### config.mk
export PLATFORM = sky130hd
export DESIGN_NAME = weight_enum_flat
export DESIGN_NICKNAME = d
export VERILOG_FILES = /design/src/rtl/weight_enum_if.sv /design/src/rtl/weight_enum.sv /design/src/flat_wrapper.sv
export SDC_FILE = /design/constraint.sdc
export NUM_CORES = 1
export LEC_CHECK = 0
export CORE_MARGIN = 3
export CORE_UTILIZATION = 50
export DETAILED_ROUTE_END_ITERATION = 8
export GPL_ROUTABILITY_DRIVEN = 0
export PLACE_DENSITY = 0.81
export SETUP_SLACK_MARGIN = 0.3
export SYNTH_ARGS = -nofsm -noshare
export SYNTH_HDL_FRONTEND = slang
export SYNTH_SLANG_ARGS = --single-unit
### constraint.sdc
create_clock -name clk -period 5.4 [get_ports clk]
set_clock_uncertainty 0.2 [all_clocks]
set_input_delay 1.35 -clock clk [delete_from_list [all_inputs] [get_ports clk]]
set_output_delay 1.35 -clock clk [all_outputs]
set_load 0.1 [all_outputs]
### src/rtl/weight_enum_if.sv
// weight_enum_if: request/stream bundle for the weight_enum enumerator.
//
// Signals:
//   start   - request a new enumeration (requester -> enumerator)
//   weight  - requested number of ones, 0..6, 7 is illegal (requester -> enumerator)
//   o       - current 6-bit word (enumerator -> consumer)
//   o_valid - o holds a valid word (enumerator -> consumer)
//   o_ready - consumer accepts o (consumer -> enumerator)
//   last    - o is the final word of the sequence (enumerator -> consumer)
//   busy    - enumeration in progress (enumerator -> requester)
//   done    - one-cycle pulse after the final transfer (enumerator -> requester)
//   err     - one-cycle pulse after a start with weight 7 (enumerator -> requester)
//   idx     - ordinal of the word on o, present only with WEIGHT_ENUM_IDX_EN
//
// Modports: master = requester/consumer side, slave = enumerator side.
// Optional feature macro: WEIGHT_ENUM_IDX_EN.
interface weight_enum_if;
  logic       start;
  logic [2:0] weight;
  logic [5:0] o;
  logic       o_valid;
  logic       o_ready;
  logic       last;
  logic       busy;
  logic       done;
  logic       err;
`ifdef WEIGHT_ENUM_IDX_EN
  logic [4:0] idx;

  modport master (
    output start, weight, o_ready,
    input  o, o_valid, last, busy, done, err, idx
  );

  modport slave (
    input  start, weight, o_ready,
    output o, o_valid, last, busy, done, err, idx
  );
`else
  modport master (
    output start, weight, o_ready,
    input  o, o_valid, last, busy, done, err
  );

  modport slave (
    input  start, weight, o_ready,
    output o, o_valid, last, busy, done, err
  );
`endif
endinterface

### src/rtl/weight_enum.sv
// weight_enum: enumerates, in ascending numeric order, every 6-bit word with a
// requested popcount, one word per accepted transfer on a valid/ready stream.
//
// Ports:
//   clk - clock, all state updates on the rising edge
//   rst - synchronous active-high reset
//   bus - weight_enum_if.slave: start/weight request, o/o_valid/o_ready/last
//         stream, busy/done/err status, optional idx ordinal
//
// Optional feature macro: WEIGHT_ENUM_IDX_EN adds the idx ordinal counter.
// All outputs are registered.
module weight_enum (
  input  logic           clk,
  input  logic           rst,
  weight_enum_if.slave   bus
);

  typedef enum logic [1:0] {StIdle, StRun, StDone} state_e;

  state_e     state_q;
  logic [2:0] weight_q;
  logic [5:0] o_q;
  logic       o_valid_q;
  logic       last_q;
  logic       busy_q;
  logic       done_q;
  logic       err_q;
`ifdef WEIGHT_ENUM_IDX_EN
  logic [4:0] idx_q;
`endif

  // Smallest word of weight w: w ones packed at the bottom.
  function automatic logic [5:0] first_word(input logic [2:0] w);
    return 6'h3f >> (3'd6 - w);
  endfunction

  // Largest word of weight w: w ones packed at the top.
  function automatic logic [5:0] final_word(input logic [2:0] w);
    logic [5:0] ones;
    ones = 6'h3f >> (3'd6 - w);
    return ones << (3'd6 - w);
  endfunction

  // Next ascending word of the same popcount. Find the lowest "01" pair
  // (bit i set, bit i+1 clear), move that one up to i+1 and repack the ones
  // that were below it at the bottom. Everything stays within 6 bits; when no
  // such pair exists the word is final and the result is never used.
  logic [5:0] next_word;
  logic       found;
  logic [2:0] ones_below;
  logic [5:0] clear_mask;
  logic [5:0] refill;

  always_comb begin
    next_word  = o_q;
    found      = 1'b0;
    ones_below = '0;
    clear_mask = '0;
    refill     = '0;
    for (int i = 0; i < 5; i++) begin
      if (!found) begin
        if (o_q[i] && !o_q[i+1]) begin
          found      = 1'b1;
          clear_mask = (6'b000010 << i) - 6'd1;
          refill     = (6'b000001 << ones_below) - 6'd1;
          next_word  = (o_q & ~clear_mask) | (6'b000010 << i) | refill;
        end else if (o_q[i]) begin
          ones_below = ones_below + 3'd1;
        end
      end
    end
  end

  always_ff @(posedge clk) begin
    if (rst) begin
      state_q   <= StIdle;
      weight_q  <= '0;
      o_q       <= '0;
      o_valid_q <= 1'b0;
      last_q    <= 1'b0;
      busy_q    <= 1'b0;
      done_q    <= 1'b0;
      err_q     <= 1'b0;
`ifdef WEIGHT_ENUM_IDX_EN
      idx_q     <= '0;
`endif
    end else begin
      // Pulses default low; set only on the cycle they report.
      done_q <= 1'b0;
      err_q  <= 1'b0;
      case (state_q)
        StIdle: begin
          if (bus.start) begin
            if (bus.weight == 3'd7) begin
              err_q <= 1'b1;
            end else begin
              state_q   <= StRun;
              weight_q  <= bus.weight;
              o_q       <= first_word(bus.weight);
              o_valid_q <= 1'b1;
              // Weights 0 and 6 have a single word, which is also the last.
              last_q    <= (first_word(bus.weight) == final_word(bus.weight));
              busy_q    <= 1'b1;
`ifdef WEIGHT_ENUM_IDX_EN
              idx_q     <= '0;
`endif
            end
          end
        end
        StRun: begin
          // o_valid is always high here; without o_ready everything holds.
          if (bus.o_ready) begin
            if (last_q) begin
              state_q   <= StDone;
              o_valid_q <= 1'b0;
              last_q    <= 1'b0;
              busy_q    <= 1'b0;
              done_q    <= 1'b1;
            end else begin
              o_q    <= next_word;
              last_q <= (next_word == final_word(weight_q));
`ifdef WEIGHT_ENUM_IDX_EN
              idx_q  <= idx_q + 5'd1;
`endif
            end
          end
        end
        StDone: begin
          state_q <= StIdle;
        end
        default: begin
          state_q <= StIdle;
        end
      endcase
    end
  end

  assign bus.o       = o_q;
  assign bus.o_valid = o_valid_q;
  assign bus.last    = last_q;
  assign bus.busy    = busy_q;
  assign bus.done    = done_q;
  assign bus.err     = err_q;
`ifdef WEIGHT_ENUM_IDX_EN
  assign bus.idx     = idx_q;
`endif

endmodule
### src/flat_wrapper.sv
// flat-port wrapper written by rule: the top's interface ports become plain ports
module weight_enum_flat 
  (clk, rst, bus_start, bus_weight, bus_o_ready, bus_o, bus_o_valid, bus_last, bus_busy, bus_done, bus_err);
  weight_enum_if bus_i ();
  input  logic clk;
  input  logic rst;
  input wire logic [$bits(bus_i.start)-1:0] bus_start;
  input wire logic [$bits(bus_i.weight)-1:0] bus_weight;
  input wire logic [$bits(bus_i.o_ready)-1:0] bus_o_ready;
  output wire logic [$bits(bus_i.o)-1:0] bus_o;
  output wire logic [$bits(bus_i.o_valid)-1:0] bus_o_valid;
  output wire logic [$bits(bus_i.last)-1:0] bus_last;
  output wire logic [$bits(bus_i.busy)-1:0] bus_busy;
  output wire logic [$bits(bus_i.done)-1:0] bus_done;
  output wire logic [$bits(bus_i.err)-1:0] bus_err;
  assign bus_i.start = bus_start;
  assign bus_i.weight = bus_weight;
  assign bus_i.o_ready = bus_o_ready;
  assign bus_o = bus_i.o;
  assign bus_o_valid = bus_i.o_valid;
  assign bus_last = bus_i.last;
  assign bus_busy = bus_i.busy;
  assign bus_done = bus_i.done;
  assign bus_err = bus_i.err;
  weight_enum u_core (.clk(clk), .rst(rst), .bus(bus_i));
endmodule
**I/O nets highlighted**

Bar = 20 microns.
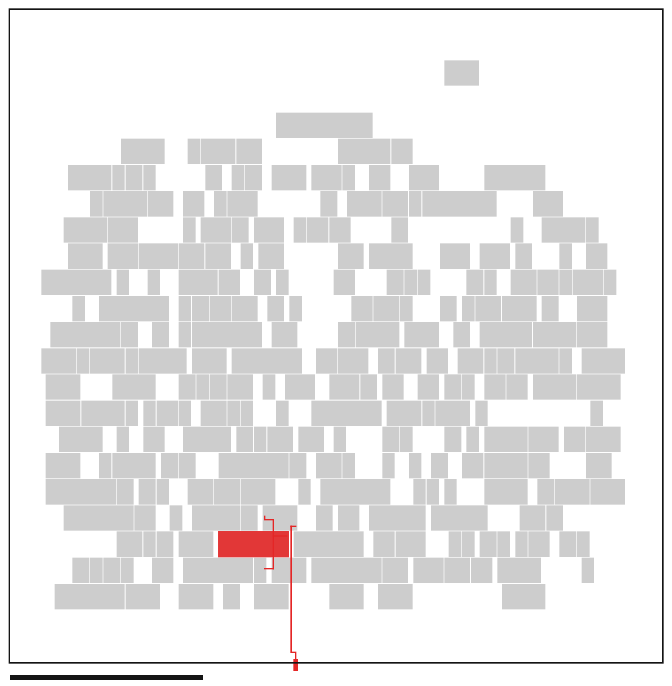
port	colour	direction	edge	end cells	wire
`bus_busy`	red	output	south	1	23.4 microns

**Cells coloured by class**

Fill, decap, tap and diode cells in grey.
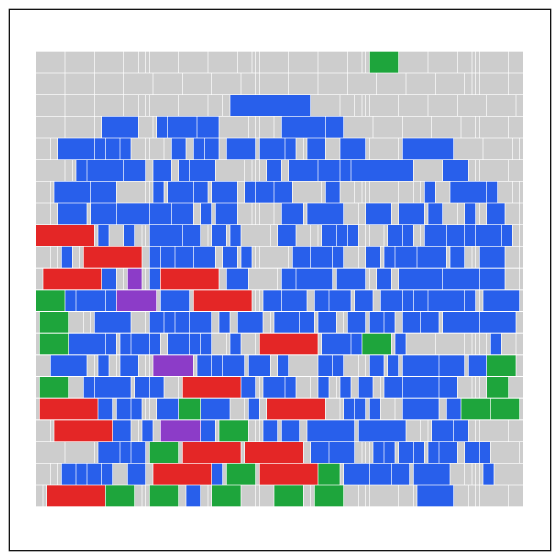
class	colour	cells	share of their area
remaining logic cells	blue	221	74%
remaining buffers and delay cells	green	20	9.5%
clock drivers and dummy loads	purple	4	2.3%
registers	red	15	15%

==> results_dict.tcl <==
# implementation run metrics
set metrics [dict create \
    async_flop_share_pct 0 \
    end_kind "flop" \
    die_w_microns 67.7 \
    endpoint "u_core.bus.last" \
    syn2layout_area_growth_pct 9.91 \
    post_cts_resized 0 \
    grt_max_degree 23 \
    warnings 37 \
    root_buffer "clkbuf_8" \
    setup_viol 0 \
    cpLargestDelayFamily "AND-OR/OR-AND gates" \
    ys_types 59 \
    ys_cells 254 \
    max_slew_margin_pct 33.9 \
    critical_path_class "reg2reg" \
    comb_area_sq_mm 0.00146 \
    clock_latency_ns 0.25 \
    fp-row-count 21 \
    floorplan.nets 280 \
    layout-drive-gt1-share_pct 8.08 \
    rr_worst_depth 16 \
    tns_ns 0 \
    dp_hpwl_microns 3290 \
    yosys_warnings 0 \
    yosysTopAreaCellShare_pct 15.8 \
    timing.fmax_ghz 0.229 \
    peakVddDrop_mv 0.190 \
    cp_num_buf_inv 0 \
    clkTransAtPathRegs_ns 0.06 \
    cts_tree "built" \
    fin_crit_ns 4.36 \
    leakage_nw 0.814 \
    drt_wl_total_microns 4330 \
    drtAntennaViolNets 0 \
    worstMarginPinSlew_ns 0.988 \
    io_buffer_count 17 \
    crit_arrival_ns 4.29 \
    status "completed" \
    io_pins 18 \
    cts_sinks 15 \
    htree_levels 1 \
    hp-class "reg2reg" \
    lay_top_count "nor2_1" \
    dr.pass1.iters 4 \
    drt_iter0_drc 253 \
    core_area_sq_mm 0.00349 \
    cp_slowest_stage_delay_ns 0.66 \
]
==> cell type report <==
cell class,instances,area share [%]
Clock buffer,3,1.97
Sequential cell,15,14.3
Timing Repair Buffer,20,9.20
Tap cell,46,2.75
Multi-Input combinational cell,210,69.5
Clock inverter,1,0.239
Inverter,11,1.97
==> layer usage <==
| metal | vias up | global-route usage [%] | share of wire [%] |
|---|---|---|---|
| met2 | 52 | 35.4 | 49 |
| met4 | 0 | 4.81 | 2.0 |
| li1 | 923 | - | - |
| met3 | 12 | 2.00 | 5.0 |
| met1 | 833 | 25.6 | 44 |
| met5 | - | 0 | 0 |
==> stage by stage <==
stage               instances  area, sq um  total power [mW]  hold slack (ns)  utilization, %
CTS                       306         2090             0.505            0.281            59.9
finish                    306         2090             0.507            0.275            59.9
global placement          302         2050             0.412            0.261            58.6
floorplan                 254         1910             0.368            0.327               -
global route              306         2090             0.540            0.312            59.9
detailed placement        302         2050             0.416            0.272            58.6
==> logic make-up (layout without fill, tap and decap cells) <==
| family | count (synthesis) | count (layout) | synth area share [%] |
|---|---|---|---|
| AND-OR/OR-AND | 63 | 63 | 24.5 |
| flip-flops | 15 | 15 | 15.8 |
| buffers and inverters | 29 | 35 | 7.81 |
| adder cells (fa/ha/maj) | 19 | 19 | 12.5 |
| XOR/XNOR | 7 | 7 | 3.61 |
| AND/OR/NAND/NOR | 111 | 111 | 30.2 |
| multiplexers | 10 | 10 | 5.65 |
==> power breakdown <==
group          internal, mW  switching [mW]  leakage, nW
combinational        0.0978           0.176        0.666
clock                0.0511          0.0395       0.0255
sequential            0.120          0.0226        0.123
total                 0.269           0.238        0.814
==> how the worst min path moves through the flow <==
stage / start / endpoint / slack [ns]
after CTS: u_core.bus.o_valid / u_core.bus.o_valid / 0.28
after floorplan: u_core.state_q[1] / u_core.bus.err / 0.33
final: u_core.bus.o_valid / u_core.bus.o_valid / 0.27
after detailed placement: u_core.bus.o_valid / u_core.bus.o_valid / 0.27
after global routing: u_core.bus.o_valid / u_core.bus.o_valid / 0.31
after global placement: u_core.bus.o_valid / u_core.bus.o_valid / 0.26
==> worst reg2reg max path: cells and delay by family, from the launching register on <==
family	cells	cell delay, ns
compound gates	7	1.46
fa+ha+maj	3	0.86
flops	1	0.66
mux	1	0.35
simple gates	5	0.75
==> registers in the layout (all words and copies together) (netlist names) <==
signal,count
u_core.state_q,2
u_core.bus.err,1
u_core.bus.done,1
u_core.bus.o_valid,1
u_core.bus.last,1
u_core.weight_q,3
u_core.bus.o,6
==> cell usage after synthesis (all sizes together), types with 8 or more instances <==
master	n
o21ai	10
inv	11
dfxtp	15
nor3	9
nor2b	8
nand3	9
nor2	33
buf	11
a21oi	15
ha	19
nand2	26
Power and IR drop assume default switching activity.
